==> images/met1.png <==
Scale: 1 px per um.
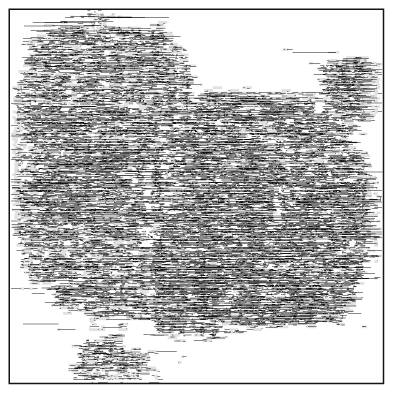
==> images/met2.png <==
Scale: 1 px per um.
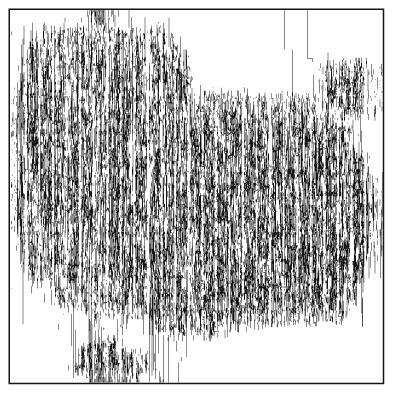
==> images/met3.png <==
Scale: 1 px per um.
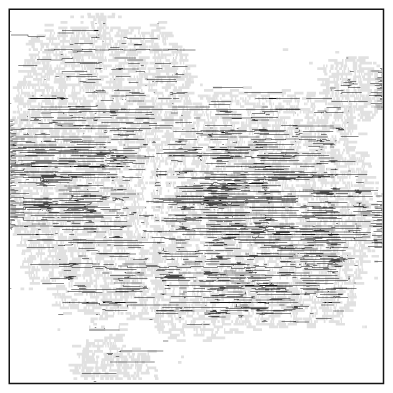
==> images/met4.png <==
Scale: 1 px per um.
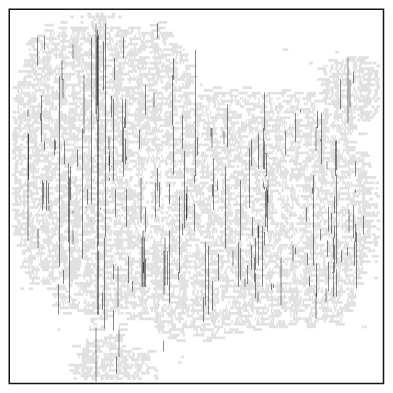
--- config.mk ---
export PLATFORM = sky130hd
export DESIGN_NAME = bht_btb_predictor
export DESIGN_NICKNAME = d
export VERILOG_FILES = /design/src/rtl/bp_pkg.sv /design/src/rtl/bht_btb_predictor_sat_counter.sv /design/src/rtl/bht_btb_predictor.sv
export SDC_FILE = /design/constraint.sdc
export NUM_CORES = 2
export LEC_CHECK = 0
export ABC_AREA = 1
export CAP_MARGIN = 40
export CORE_MARGIN = 2
export CORE_UTILIZATION = 40
export CTS_CLUSTER_SIZE = 8
export DETAILED_ROUTE_END_ITERATION = 16
export PLACE_DENSITY = 0.66
export SYNTH_ARGS = -nofsm -noshare
export SYNTH_HDL_FRONTEND = slang
export SYNTH_SLANG_ARGS = --single-unit
--- constraint.sdc ---
create_clock -name clk_i -period 63 [get_ports clk_i]
set_input_delay 18.9 -clock clk_i [delete_from_list [all_inputs] [get_ports clk_i]]
set_output_delay 18.9 -clock clk_i [all_outputs]
set_load 0.02 [all_outputs]
--- src/rtl/bp_pkg.sv ---
// Shared definitions for the BHT/BTB branch predictor.
// Contents: direction-counter encodings and PC index/tag extraction helpers.
// The helpers work on a 64-bit word and take the run-time widths as
// arguments, so any XLEN/ENTRIES/CTR_W up to 64 bits can use them. The
// caller narrows each result with a width cast.
package bp_pkg;

  localparam int unsigned BP_WORD_W = 64;

  typedef logic [BP_WORD_W-1:0] bp_word_t;

  // Table entry for the default configuration (XLEN=32, ENTRIES=16, CTR_W=2).
  // The predictor builds its own entry type from its actual parameters.
  typedef struct packed {
    logic        valid;
    logic [25:0] tag;
    logic [31:0] target;
    logic [1:0]  ctr;
  } bp_entry_t;

  // Weakly-taken encoding: MSB set, all lower bits clear.
  function automatic bp_word_t ctr_weak_t(input int unsigned ctr_w);
    return bp_word_t'(1) << (ctr_w - 1);
  endfunction

  // Weakly-not-taken encoding: MSB clear, all lower bits set.
  function automatic bp_word_t ctr_weak_nt(input int unsigned ctr_w);
    return (bp_word_t'(1) << (ctr_w - 1)) - bp_word_t'(1);
  endfunction

  // Table index is pc[idx_w+1:2]; pc[1:0] is ignored.
  function automatic bp_word_t bp_index(input bp_word_t pc, input int unsigned idx_w);
    return (pc >> 2) & ((bp_word_t'(1) << idx_w) - bp_word_t'(1));
  endfunction

  // Tag is every PC bit above the index.
  function automatic bp_word_t bp_tag(input bp_word_t pc, input int unsigned idx_w);
    return pc >> (idx_w + 2);
  endfunction

endpackage

--- src/rtl/bht_btb_predictor_sat_counter.sv ---
// sat_counter: combinational saturating up/down step.
// Ports: inc/dec request a step (both or neither hold the value), value is the
// current count, next_value is the stepped count clamped to [0, all-ones].
module sat_counter #(
  parameter int unsigned W = 2
) (
  input  logic         inc,
  input  logic         dec,
  input  logic [W-1:0] value,
  output logic [W-1:0] next_value
);

  always_comb begin
    next_value = value;
    if (inc && !dec && (value != {W{1'b1}})) begin
      next_value = value + W'(1);
    end else if (dec && !inc && (value != '0)) begin
      next_value = value - W'(1);
    end
  end

endmodule

--- src/rtl/bht_btb_predictor.sv ---
// bht_btb_predictor: direct-mapped BTB with per-entry saturating direction
// counters, plus saturating branch/mispredict statistics.
// Ports:
//   clk_i, rst_i (async, active-high), clear_i (sync invalidate of all entries)
//   pc_i -> pred_taken_o / pred_target_o : zero-latency IF-stage lookup
//   upd_* : one resolved conditional branch per cycle from ID, trains table
//   branch_cnt_o / mispred_cnt_o : saturating statistics
module bht_btb_predictor
  import bp_pkg::*;
#(
  parameter int unsigned XLEN    = 32,
  parameter int unsigned ENTRIES = 16,
  parameter int unsigned CTR_W   = 2,
  parameter int unsigned CNT_W   = 32
) (
  input  logic             clk_i,
  input  logic             rst_i,
  input  logic             clear_i,
  input  logic [XLEN-1:0]  pc_i,
  output logic             pred_taken_o,
  output logic [XLEN-1:0]  pred_target_o,
  input  logic             upd_valid_i,
  input  logic [XLEN-1:0]  upd_pc_i,
  input  logic             upd_taken_i,
  input  logic [XLEN-1:0]  upd_target_i,
  input  logic             upd_pred_taken_i,
  input  logic [XLEN-1:0]  upd_pred_target_i,
  output logic [CNT_W-1:0] branch_cnt_o,
  output logic [CNT_W-1:0] mispred_cnt_o
);

  localparam int unsigned IDX_W = $clog2(ENTRIES);
  localparam int unsigned TAG_W = XLEN - IDX_W - 2;
  localparam logic [CTR_W-1:0] CTR_WEAK_T  = CTR_W'(ctr_weak_t(CTR_W));
  localparam logic [CTR_W-1:0] CTR_WEAK_NT = CTR_W'(ctr_weak_nt(CTR_W));

  typedef struct packed {
    logic             valid;
    logic [TAG_W-1:0] tag;
    logic [XLEN-1:0]  target;
    logic [CTR_W-1:0] ctr;
  } entry_t;

  entry_t table_q [ENTRIES];
  entry_t table_d [ENTRIES];

  logic [CNT_W-1:0] branch_cnt_q, branch_cnt_d;
  logic [CNT_W-1:0] mispred_cnt_q, mispred_cnt_d;

  logic [IDX_W-1:0] lk_idx, up_idx;
  logic [TAG_W-1:0] lk_tag, up_tag;
  logic             lk_hit, up_hit, mispred;
  logic [CTR_W-1:0] up_ctr_next;

  // Lookup path: reads only the registered table, so X on pc_i stays here.
  always_comb begin
    lk_idx        = IDX_W'(bp_index(bp_word_t'(pc_i), IDX_W));
    lk_tag        = TAG_W'(bp_tag(bp_word_t'(pc_i), IDX_W));
    lk_hit        = table_q[lk_idx].valid && (table_q[lk_idx].tag == lk_tag);
    pred_taken_o  = lk_hit && table_q[lk_idx].ctr[CTR_W-1];
    pred_target_o = pred_taken_o ? table_q[lk_idx].target : pc_i + XLEN'(4);
  end

  always_comb begin
    up_idx  = IDX_W'(bp_index(bp_word_t'(upd_pc_i), IDX_W));
    up_tag  = TAG_W'(bp_tag(bp_word_t'(upd_pc_i), IDX_W));
    up_hit  = table_q[up_idx].valid && (table_q[up_idx].tag == up_tag);
    mispred = upd_valid_i &&
              ((upd_pred_taken_i != upd_taken_i) ||
               (upd_taken_i && upd_pred_taken_i && (upd_pred_target_i != upd_target_i)));
  end

  sat_counter #(.W(CTR_W)) u_dir_ctr (
    .inc        (upd_taken_i),
    .dec        (!upd_taken_i),
    .value      (table_q[up_idx].ctr),
    .next_value (up_ctr_next)
  );

  sat_counter #(.W(CNT_W)) u_branch_cnt (
    .inc        (upd_valid_i),
    .dec        (1'b0),
    .value      (branch_cnt_q),
    .next_value (branch_cnt_d)
  );

  sat_counter #(.W(CNT_W)) u_mispred_cnt (
    .inc        (mispred),
    .dec        (1'b0),
    .value      (mispred_cnt_q),
    .next_value (mispred_cnt_d)
  );

  // Table next-state; clear overrides any same-cycle training.
  always_comb begin
    table_d = table_q;
    if (clear_i) begin
      for (int i = 0; i < ENTRIES; i++) begin
        table_d[i].valid = 1'b0;
      end
    end else if (upd_valid_i) begin
      if (up_hit) begin
        table_d[up_idx].ctr = up_ctr_next;
        if (upd_taken_i) begin
          table_d[up_idx].target = upd_target_i;
        end
      end else if (upd_taken_i) begin
        table_d[up_idx].valid  = 1'b1;
        table_d[up_idx].tag    = up_tag;
        table_d[up_idx].target = upd_target_i;
        table_d[up_idx].ctr    = CTR_WEAK_T;
      end
    end
  end

  always_ff @(posedge clk_i or posedge rst_i) begin
    if (rst_i) begin
      for (int i = 0; i < ENTRIES; i++) begin
        table_q[i] <= '{valid: 1'b0, tag: '0, target: '0, ctr: CTR_WEAK_NT};
      end
      branch_cnt_q  <= '0;
      mispred_cnt_q <= '0;
    end else begin
      table_q       <= table_d;
      branch_cnt_q  <= branch_cnt_d;
      mispred_cnt_q <= mispred_cnt_d;
    end
  end

  assign branch_cnt_o  = branch_cnt_q;
  assign mispred_cnt_o = mispred_cnt_q;

endmodule

==> impl_metrics.csv <==
group,metric,value,unit
cells_and_area,clkCellAreaFrac,0.0665,
clock_network,cts_sinks,1040,
power,switchingPower,0.554,mW
clock_network,cts_buffer_depth,3,
setup_path,cp_data_required_time,44.10,ns
detailed_routing,vias_per_cell,5.69,
timing,setup_viol,0,
power,pwr-share-clk,0.397,
setup_path,cp_cell_sequence,"clkdlybuf4s50_1 > clkinv_2 > nor2_4 > buf_4 > buf_4 > nand2_1 > nand2_1 > inv_1 > nand3_1 > o21ai_0 > nor2_1 > nand2_1 > nor2_1 > nand2_1 > nor2_4 > buf_4 > inv_1 > nand2_1 > nand2_1 > clkdlybuf4s50_1",
detailed_routing,vias,51900,
cells_and_area,comb_share,0.402,
cells_and_area,design.seq.count,1040,
synth,synth_nets,7525,
global_routing,grt_pass1_vias,47700,
global_routing,grt_pass1_wl,295,mm
global_routing,grt_max_degree,191,
power,largestPowerGroup,"registers",
floorplan,row_count,135,
cells_and_area,largest_reg_flops,976,
cells_and_area,regArea,26000,um^2
cells_and_area,seq_share,0.422,
detailed_routing,top_layer,"met5",
timing,fin_tns_setup,0,ns
clock_network,postCtsResizedCells,0,
power,internal-power,1.28,mW
global_routing,global_route.usage.met2,0.406,
power,seq-power,0.813,mW
floorplan,fp_util,0.402,
cells_and_area,final_nets,7458,
power,switching_share,0.301,
place,gp_congestion,0.936,
cells_and_area,largest_cell_class,"flip-flops and latches",
synth,synthCells,7385,
synth,top_cell,"nand2_1",
place,place_area,57700,um^2
global_routing,grtUsageMet1,0.377,
power,total_power,1.84,mW
synth,ys_warn_count,0,
cells_and_area,final_cells,9134,
run_status,status,"complete, no violations",
synth,yosysTopAreaCell,"dfrtp_1",
setup_path,end_kind,"output port",
global_routing,grt_antenna_before_repair,11,
global_routing,grtUsageTotal,0.273,
cells_and_area,drive_gt1_frac,0.0449,
timing,skew,0.0542,ns
power,p_per_area,29.8,nW/um^2
power,peakVddDrop,0.0000220,V
detailed_routing,m1WireLength,80.6,mm
synth,top_cell_area_share,0.471,
cells_and_area,final_cell_area,61800,um^2
cells_and_area,mostFrequentLayoutCell,"nand2_1",
detailed_routing,drt_iter0_markers,6877,
detailed_routing,post_drt_wl_per_cell,21.2,um
floorplan,die_x,373,um
clock_network,cts.htree.levels,4,
cells_and_area,layout_top_cells,"nand2_1, o21ai_0, dfrtp_1",
synth,synthMuxAreaShare,0,
cells_and_area,nFillCells,13500,
setup_path,reg2reg_from,"table_q[405]",
setup_path,criticalPathCategory,"input pin to output port",
clock_network,cts_root_buffer,"clkbuf_16",
worst_hold_path,min_path_type,"flip-flop to flip-flop",
timing,max_freq,0.0226,GHz
synth,yosys.stat.seqShare,0.479,
setup_path,crit_path_frequent_cell,"nand2_1",
worst_hold_path,holdPathEnd,"table_q[122]",
Notes on met1.png above:
- main direction: horizontal
- share of all routed wire: 42%
- longest straight run: 81.0 um
- wire length on this layer: 80.6 mm

Notes on met2.png above:
- nets with wire on the layer: 5568
- wire length on this layer: 83.4 mm
- main direction: vertical
- share of all routed wire: 43%
- longest straight run: 117 um

Notes on met3.png above:
- longest straight run: 272 um
- wire length on this layer: 23.0 mm
- main direction: horizontal
- share of all routed wire: 12%

Notes on met4.png above:
- longest straight run: 214 um
- wire length on this layer: 6760 um
- share of all routed wire: 3.5%
- nets with wire on the layer: 120
- main direction: vertical

Power and IR drop assume default switching activity.
